**src/rtl/mod_arith_pkg.sv**
```systemverilog
// Shared modular-arithmetic constants and operand type for the lattice datapath.
package mod_arith_pkg;

   localparam int Q_W = 23;

   typedef logic [Q_W-1:0] operand_t;

   localparam operand_t Q_DIL = 23'd8380417;

endpackage

```
**src/rtl/subtractor_n.sv**
```systemverilog
// Unsigned nb_bit-wide subtractor; borrow_o is high when b_i > a_i.
module subtractor_n
   import mod_arith_pkg::*;
#(
   parameter int nb_bit = Q_W + 1
) (
   input  logic [nb_bit-1:0] a_i,
   input  logic [nb_bit-1:0] b_i,
   output logic [nb_bit-1:0] diff_o,
   output logic              borrow_o
);

   logic [nb_bit:0] full_diff;

   assign full_diff = {1'b0, a_i} - {1'b0, b_i};
   assign diff_o    = full_diff[nb_bit-1:0];
   assign borrow_o  = full_diff[nb_bit];

endmodule

```
**src/rtl/mod_sub_pipe.sv**
```systemverilog
// Two-stage valid/ready modular subtractor c = (a - b) mod q.
// Define MOD_SUB_RANGE_CHK_EN to add err_o flagging out-of-range operands.
module mod_sub_pipe
   import mod_arith_pkg::*;
#(
   parameter int W = Q_W
) (
   input  logic         clk_i,
   input  logic         rst_ni,
   input  logic         in_valid_i,
   output logic         in_ready_o,
   input  logic [W-1:0] a_i,
   input  logic [W-1:0] b_i,
   input  logic [W-1:0] q_i,
   output logic         out_valid_o,
   input  logic         out_ready_i,
`ifdef MOD_SUB_RANGE_CHK_EN
   output logic         err_o,
`endif
   output logic [W-1:0] c_o
);

   logic         s1_vld_q, s2_vld_q;
   logic         adv1, adv2, ld1, ld2;
   logic [W:0]   sub_diff;
   logic         sub_borrow;
   logic         unused_sub_msb;
   logic [W:0]   s1_diff_d, s1_diff_q;
   logic [W-1:0] s1_mod_q;
   logic [W-1:0] c_d, c_q;

   // Stage 2 frees up whenever it is empty or its result is taken this cycle.
   assign adv2       = ~s2_vld_q | out_ready_i;
   assign adv1       = ~s1_vld_q | adv2;
   assign ld1        = adv1 & in_valid_i;
   assign ld2        = adv2 & s1_vld_q;
   assign in_ready_o = adv1;

   subtractor_n #(
      .nb_bit (W + 1)
   ) u_sub (
      .a_i      ({1'b0, a_i}),
      .b_i      ({1'b0, b_i}),
      .diff_o   (sub_diff),
      .borrow_o (sub_borrow)
   );

   assign unused_sub_msb = sub_diff[W];
   assign s1_diff_d      = {sub_borrow, sub_diff[W-1:0]};

   // stage 1: raw difference with borrow, plus the modulus it belongs to
   always_ff @(posedge clk_i) begin
      if (ld1) begin
         s1_diff_q <= s1_diff_d;
         s1_mod_q  <= q_i;
      end
   end

   // stage 2: add q back when the subtraction borrowed, truncated to W bits
   always_comb begin
      c_d = s1_diff_q[W-1:0];
      if (s1_diff_q[W]) c_d = s1_diff_q[W-1:0] + s1_mod_q;
   end

   always_ff @(posedge clk_i) begin
      if (!rst_ni) begin
         s1_vld_q <= 1'b0;
         s2_vld_q <= 1'b0;
         c_q      <= '0;
      end else begin
         if (adv1) s1_vld_q <= in_valid_i;
         if (adv2) s2_vld_q <= s1_vld_q;
         if (ld2)  c_q      <= c_d;
      end
   end

`ifdef MOD_SUB_RANGE_CHK_EN
   logic s1_err_d, s1_err_q, s2_err_q;

   assign s1_err_d = (a_i >= q_i) | (b_i >= q_i);

   always_ff @(posedge clk_i) begin
      if (!rst_ni) begin
         s1_err_q <= 1'b0;
         s2_err_q <= 1'b0;
      end else begin
         if (ld1) s1_err_q <= s1_err_d;
         if (ld2) s2_err_q <= s1_err_q;
      end
   end

   assign err_o = s2_err_q;
`endif

   assign out_valid_o = s2_vld_q;
   assign c_o         = c_q;

endmodule

```
**config.mk**
```make
export PLATFORM = sky130hd
export DESIGN_NAME = mod_sub_pipe
export DESIGN_NICKNAME = d
export VERILOG_FILES = /design/src/rtl/mod_arith_pkg.sv /design/src/rtl/subtractor_n.sv /design/src/rtl/mod_sub_pipe.sv
export SDC_FILE = /design/constraint.sdc
export NUM_CORES = 1
export LEC_CHECK = 0
export ABC_AREA = 1
export CAP_MARGIN = 5
export CORE_UTILIZATION = 54
export CTS_CLUSTER_SIZE = 40
export DETAILED_ROUTE_END_ITERATION = 8
export GPL_TIMING_DRIVEN = 0
export PLACE_DENSITY = 0.82
export SLEW_MARGIN = 15
export SYNTH_ARGS = -nofsm -noshare
export SYNTH_HDL_FRONTEND = slang
export SYNTH_SLANG_ARGS = --single-unit
```
**constraint.sdc**
```tcl
create_clock -name clk_i -period 2.85 [get_ports clk_i]
set_input_delay 0.57 -clock clk_i [delete_from_list [all_inputs] [get_ports clk_i]]
set_output_delay 0.57 -clock clk_i [all_outputs]
set_load 0.01 [all_outputs]
```
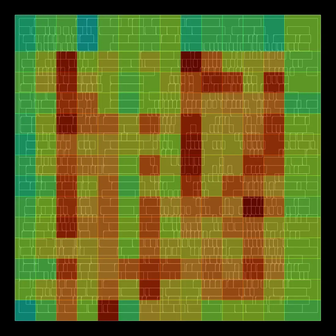
*Congestion heat map, run 1*
GR Util met1: 35.39%
average routed wire per standard cell: 14.01 um
GRT met2 Usage: 49.64%
Final Util: 69.10%

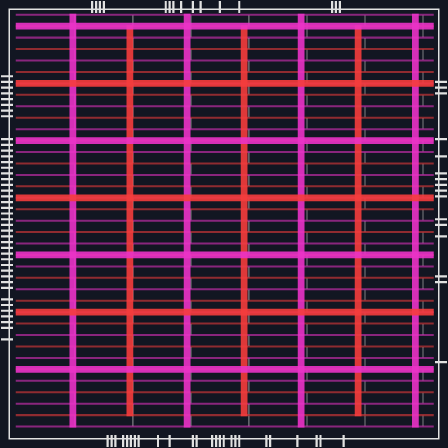
*Power grid, run 1*
Pins as bars on the die edge. Tap cells in gray.
red -> VDD
magenta -> VSS
signal pins = 98
met1 rails = 37
met5 straps = 7
met4 straps = 7
tap cells = 133
die y size: 101.8 um
worst vdd rail ir drop: 0.0002154 V
Die W: 101.8 um

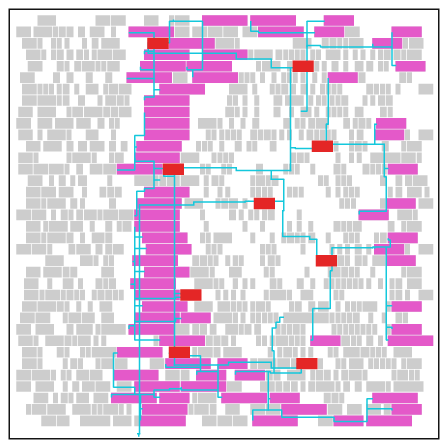
*Clock network drawn from the DEF, run 1*
cyan -> clock wires  # length 887 um
magenta -> flip-flops  # count 72
red -> clock-net drivers  # count 9
routed clock nets = 10
power in the clock group: 790 uW
Clock power frac: 23.9%
insertion delay to the later sink of the worst-skew pair: 0.36 ns
Final Skew: 0.01083 ns

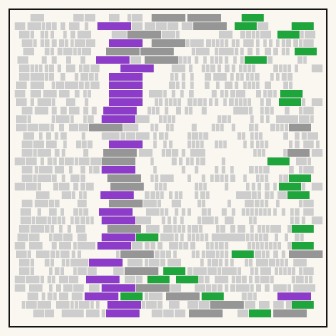
*Sequential cells colored by netlist name, run 1*
Other sequential cells in the stronger gray, the rest of the logic in the fainter gray.
green -> c_o  # sequential cells 23
purple -> s1_diff_q  # sequential cells 24
fraction of area in registers: 28.44%
area of all sequential standard cells: 0.001912 sq mm
Power Sequential: 1290 uW

==> qor.yml, run 1 <==
outcome:
  run_status: "complete, no violations"
worst_setup_path:
  worstSetupStartpoint: "a_i[0]"
  critPathSlowestCell: "clkdlybuf4s50_1"
  worstReg2RegEnd: "c_o[16]$_SDFFE_PN0P_"
  worstSetupEndpointType: "flip-flop"
  cp.buffers_inverters: 2
  critical_path.top_delay_family: "adder cells"
  worst-r2r-cell-count: 11
  r2r_start: "s1_diff_q[0]$_DFFE_PP_"
  crit_path_end: "s1_diff_q[20]$_DFFE_PP_"
  worstSetupPathDepth: 10
floorplanning:
  floorplan.rows: 36
  floorplan.core_util_pct: 55.25
pwr:
  power_density_mw_per_mm2: 490.7
  cellLeakagePower_uw: 0.003183
  comb_power_uw: 1220
  sequentialPowerShare_pct: 39.2
  power_switching_share_pct: 35.31
  p_sw_uw: 1165
  total_power_uw: 3299
final_layout:
  design.final.nets: 974
  clkCellAreaFrac_pct: 2.829
  final.fill_count: 865
  filler_free_cell_count_of_the_finished_design: 992
  sh_comb_area_pct: 44.03
  logic_gates: 540
  largest_reg_flops: 24
  mostFrequentLayoutCells: "208 x nand2_1, 121 x inv_1, 97 x clkdlybuf4s50_1"
  top_area_cell_class: "logic gates"
  inv_count: 123
  final_layout_top_logic_cell: "nand2_1"
clock_tree:
  clkSinkCount: 72
  cts_resized: 0
  tritoncts.num_buffers: 9
  cts_post_setup_buffers_inserted: 0
  clk_path_buf_depth: 2
  cts.reportedPaths.clkPinSlew_ns: 0.07
placement:
  dp_hpwl_mm: 11.39
  buffer_ports.inserted: 97
sta:
  tns_ns: 0
  tightestPinTransition_ns: 0.6418
  final_critical_path_setup_slack_ns: 0.3212
  fmaxAchievable_mhz: 395.5
  report.final.slew_viol_count: 0
  final.hold.worst_slack_ns: 0.4657
  rsz0062_at_grt: "false"
yosys:
  edf_count: 47
  synth_seq_share_pct: 35.57
  ys_sh_mux_pct: 0
  postSynthNetCount: 865
  yosys.area.top_type: "edfxtp_1"
  post-synth-top-area-fraction_pct: 26.26
  postSynthCellCount: 745
  yosys-top-cells-count: "208 x nand2_1, 122 x inv_1, 77 x nor2_1, 68 x a21oi_1, 47 x edfxtp_1"
  yosys_most_used_dff: "edfxtp_1"
  yosys.cell_types.count: 40
drt:
  drt_iter0_markers: 184
  detail_route.first_pass.iterations: 5
  wirelength_met1_mm: 6.060
  viasPerCell: 5.180
  drt-total-wl_mm: 13.90
worst_hold_path:
  hp-start: "c_o[21]$_SDFFE_PN0P_"
  hold_path_depth: 2
  timing.hold.worst.class: "flip-flop to flip-flop"
  worst_hold_path.endpoint: "c_o[21]$_SDFFE_PN0P_"
grt:
  grt_start_max_net_pins: 34
  gr-total-overflow: 0
--- run 2 (diff from run 1) ---
Settings changed: CAP_MARGIN 5 to default.
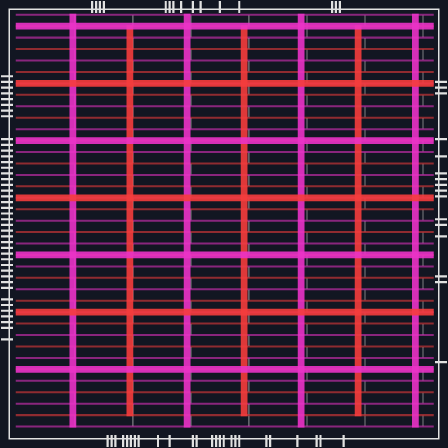
*Power grid, run 2*
Pins as bars on the die edge. Tap cells in gray.
magenta -> VSS
red -> VDD
met1 rails = 37
met4 straps = 7
met5 straps = 7
rows = 36
signal pins = 98
area of the placeable core: 0.009729 sq mm

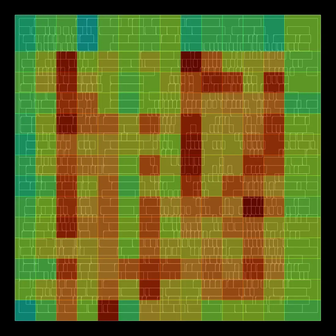
*Congestion heat map, run 2*
layer with the highest usage: met2
met3 usage in global routing: 5.176%
Global Route Usage Sum: 28.76%

==> qor.yml, run 2 <==
yosys:
  yosys.area.top_type: "edfxtp_1"  # unchanged
  synth_seq_share_pct: 35.57  # unchanged
  yosys-top-cells-count: "208 x nand2_1, 122 x inv_1, 77 x nor2_1, 68 x a21oi_1, 47 x edfxtp_1"  # unchanged
  yosysMostFrequentCell: "nand2_1"  # unchanged
  yosys_most_used_dff: "edfxtp_1"  # unchanged
  ys_sh_mux_pct: 0  # unchanged
  postSynthNetCount: 865  # unchanged
  total_cells_reported_by_yosys_after_synthesis: 745  # unchanged
  edf_count: 47  # unchanged
  postSynthCellCount: 745  # unchanged
  synthTopLogicFamily: "simple AND/OR/NAND/NOR gates"  # unchanged
  synth-area-yosys_sq_mm: 0.005375  # unchanged
  synth.cellmix.simpleShare_pct: 26.42  # unchanged
  yosys.cell_types.count: 40  # unchanged
  post-synth-top-area-fraction_pct: 26.26  # unchanged
grt:
  global_route.usage.met2_pct: 49.64  # unchanged
  gr-total-overflow: 0  # unchanged
  globalRouteMet1Util_pct: 35.39  # unchanged
  grt_pass1_vias: 4946  # unchanged
  grt_start_max_net_pins: 34  # unchanged
  grt_antenna_before_repair: 0  # unchanged
outcome:
  run_status: "complete, no violations"  # unchanged
final_layout:
  logic_gates: 540  # unchanged
  sh_comb_area_pct: 44.03  # unchanged
  postLayoutCellArea_sq_mm: 0.006723  # unchanged
  seq_area_share_pct: 28.44  # unchanged
  fin_util_pct: 69.10  # unchanged
  final_layout_size_suffix_gt1_share_pct: 5.239  # unchanged
  filler_free_cell_count_of_the_finished_design: 992  # unchanged
  final.fill_count: 865  # unchanged
  logic_area_sq_mm: 0.002960  # unchanged
  clockBufferCount: 11  # unchanged
  largest_reg_flops: 24  # unchanged
  inv_count: 123  # unchanged
  area_growth_syn_to_layout_pct: 25.07  # unchanged
  layout.area.seq_sq_mm: 0.001912  # unchanged
  mostFrequentLayoutCells: "208 x nand2_1, 121 x inv_1, 97 x clkdlybuf4s50_1"  # unchanged
  final_layout_top_logic_cell: "nand2_1"  # unchanged
  clkCellAreaFrac_pct: 2.829  # unchanged
  register_ranked_first_by_flip_flop_count: "s1_diff_q"  # unchanged
  buffer_area_share_pct: 15.35  # unchanged
  top_area_cell_class: "logic gates"  # unchanged
  design.final.nets: 974  # unchanged
pwr:
  p_sw_uw: 1165  # unchanged
  power_switching_share_pct: 35.31  # unchanged
  sequentialPowerShare_pct: 39.2  # about the same
  pwr-share-comb_pct: 36.8  # about the same
  total_power_uw: 3299  # unchanged
  p_clk_uw: 790  # about the same
  seq_power_uw: 1290  # about the same
  cellLeakagePower_uw: 0.003183  # unchanged
  clock_power_share_pct: 23.9  # about the same
  comb_power_uw: 1220  # about the same
  power_density_mw_per_mm2: 490.7  # unchanged
  vdd.ir_drop.worst_v: 0.0002154  # unchanged
clock_tree:
  cts_resized: 0  # unchanged
  cts_post_setup_buffers_inserted: 0  # unchanged
  tritoncts.num_buffers: 9  # unchanged
  clkLatencyLatePin_ns: 0.36  # about the same
  clkSinkCount: 72  # unchanged
  clk_path_buf_depth: 2  # unchanged
  cts.reportedPaths.clkPinSlew_ns: 0.07  # about the same
  post_cts_hold_buffer_count: 0  # unchanged
sta:
  fmaxAchievable_mhz: 395.5  # unchanged
  report.final.slew_viol_count: 0  # unchanged
  final_critical_path_setup_slack_ns: 0.3212  # unchanged
  finClkSkew_ns: 0.01083  # unchanged
  tightestPinTransition_ns: 0.6418  # unchanged
  final.period_utilization_pct: 88.73  # unchanged
  rsz0062_at_grt: "false"  # unchanged
  final.hold.worst_slack_ns: 0.4657  # unchanged
  slew_headroom_pct: 57.22  # unchanged
  tns_ns: 0  # unchanged
drt:
  topRoutingLayerUsed: "met4"  # unchanged
  viasPerCell: 5.180  # unchanged
  detail_route.first_pass.iterations: 5  # unchanged
  remaining_drc_errors: 0  # unchanged
  wirelength_met1_mm: 6.060  # unchanged
  dr_wl_met3_um: 783  # unchanged
  detailroute.wirelength.met2_mm: 6.703  # unchanged
  drt_iter0_markers: 184  # unchanged
  dr_total_vias: 5139  # unchanged
  final_antenna_net_count: 0  # unchanged
  routedWlPerCell_um: 14.01  # unchanged
  drt-total-wl_mm: 13.90  # unchanged
worst_setup_path:
  worst-endpoint-arrival_ns: 2.63  # about the same
  timing.critical_path.slowest_cell_delay_ns: 0.45  # about the same
  worstSetupPathDepth: 10  # unchanged
  r2r_start: "s1_diff_q[0]$_DFFE_PP_"  # unchanged
  worstSetupEndpointType: "flip-flop"  # unchanged
  worstReg2RegEnd: "c_o[16]$_SDFFE_PN0P_"  # unchanged
  path_common_cell: "nand3_1"  # unchanged
  cp.buffers_inverters: 2  # unchanged
  crit_path_end: "s1_diff_q[20]$_DFFE_PP_"  # unchanged
  critical_path.top_delay_family: "adder cells"  # unchanged
  critPathSlowestCell: "clkdlybuf4s50_1"  # unchanged
  criticalPathCategory: "primary input to flip-flop"  # unchanged
  worstSetupStartpoint: "a_i[0]"  # unchanged
  required_time_of_the_critical_path_ns: 2.95  # about the same
  worst-r2r-cell-count: 11  # unchanged
placement:
  buffer_ports.inserted: 97  # unchanged
  dp_hpwl_mm: 11.39  # unchanged
  place_worst_setup_slack_ns: -0.009973  # unchanged
floorplanning:
  floorplan.rows: 36  # unchanged
  die_w_um: 101.8  # unchanged
  floorplan.die.height_um: 101.8  # unchanged
  floorplan.core_util_pct: 55.25  # unchanged
  num_tap_cells: 133  # unchanged
worst_hold_path:
  hp-start: "c_o[21]$_SDFFE_PN0P_"  # unchanged
  worst_hold_path.endpoint: "c_o[21]$_SDFFE_PN0P_"  # unchanged
  hold_path_depth: 2  # unchanged
  timing.hold.worst.class: "flip-flop to flip-flop"  # unchanged
flow_run:
  log.warning_count: 26  # unchanged
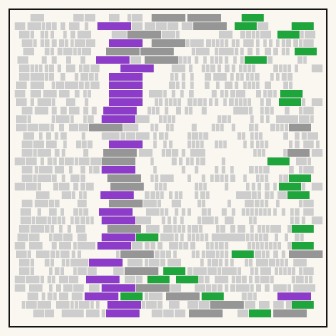
*Sequential cells colored by netlist name, run 2*
Other sequential cells in the stronger gray, the rest of the logic in the fainter gray.
green -> c_o  # sequential cells 23
purple -> s1_diff_q  # sequential cells 24

Power figures rest on the tool's default switching activity, not on a simulated workload.
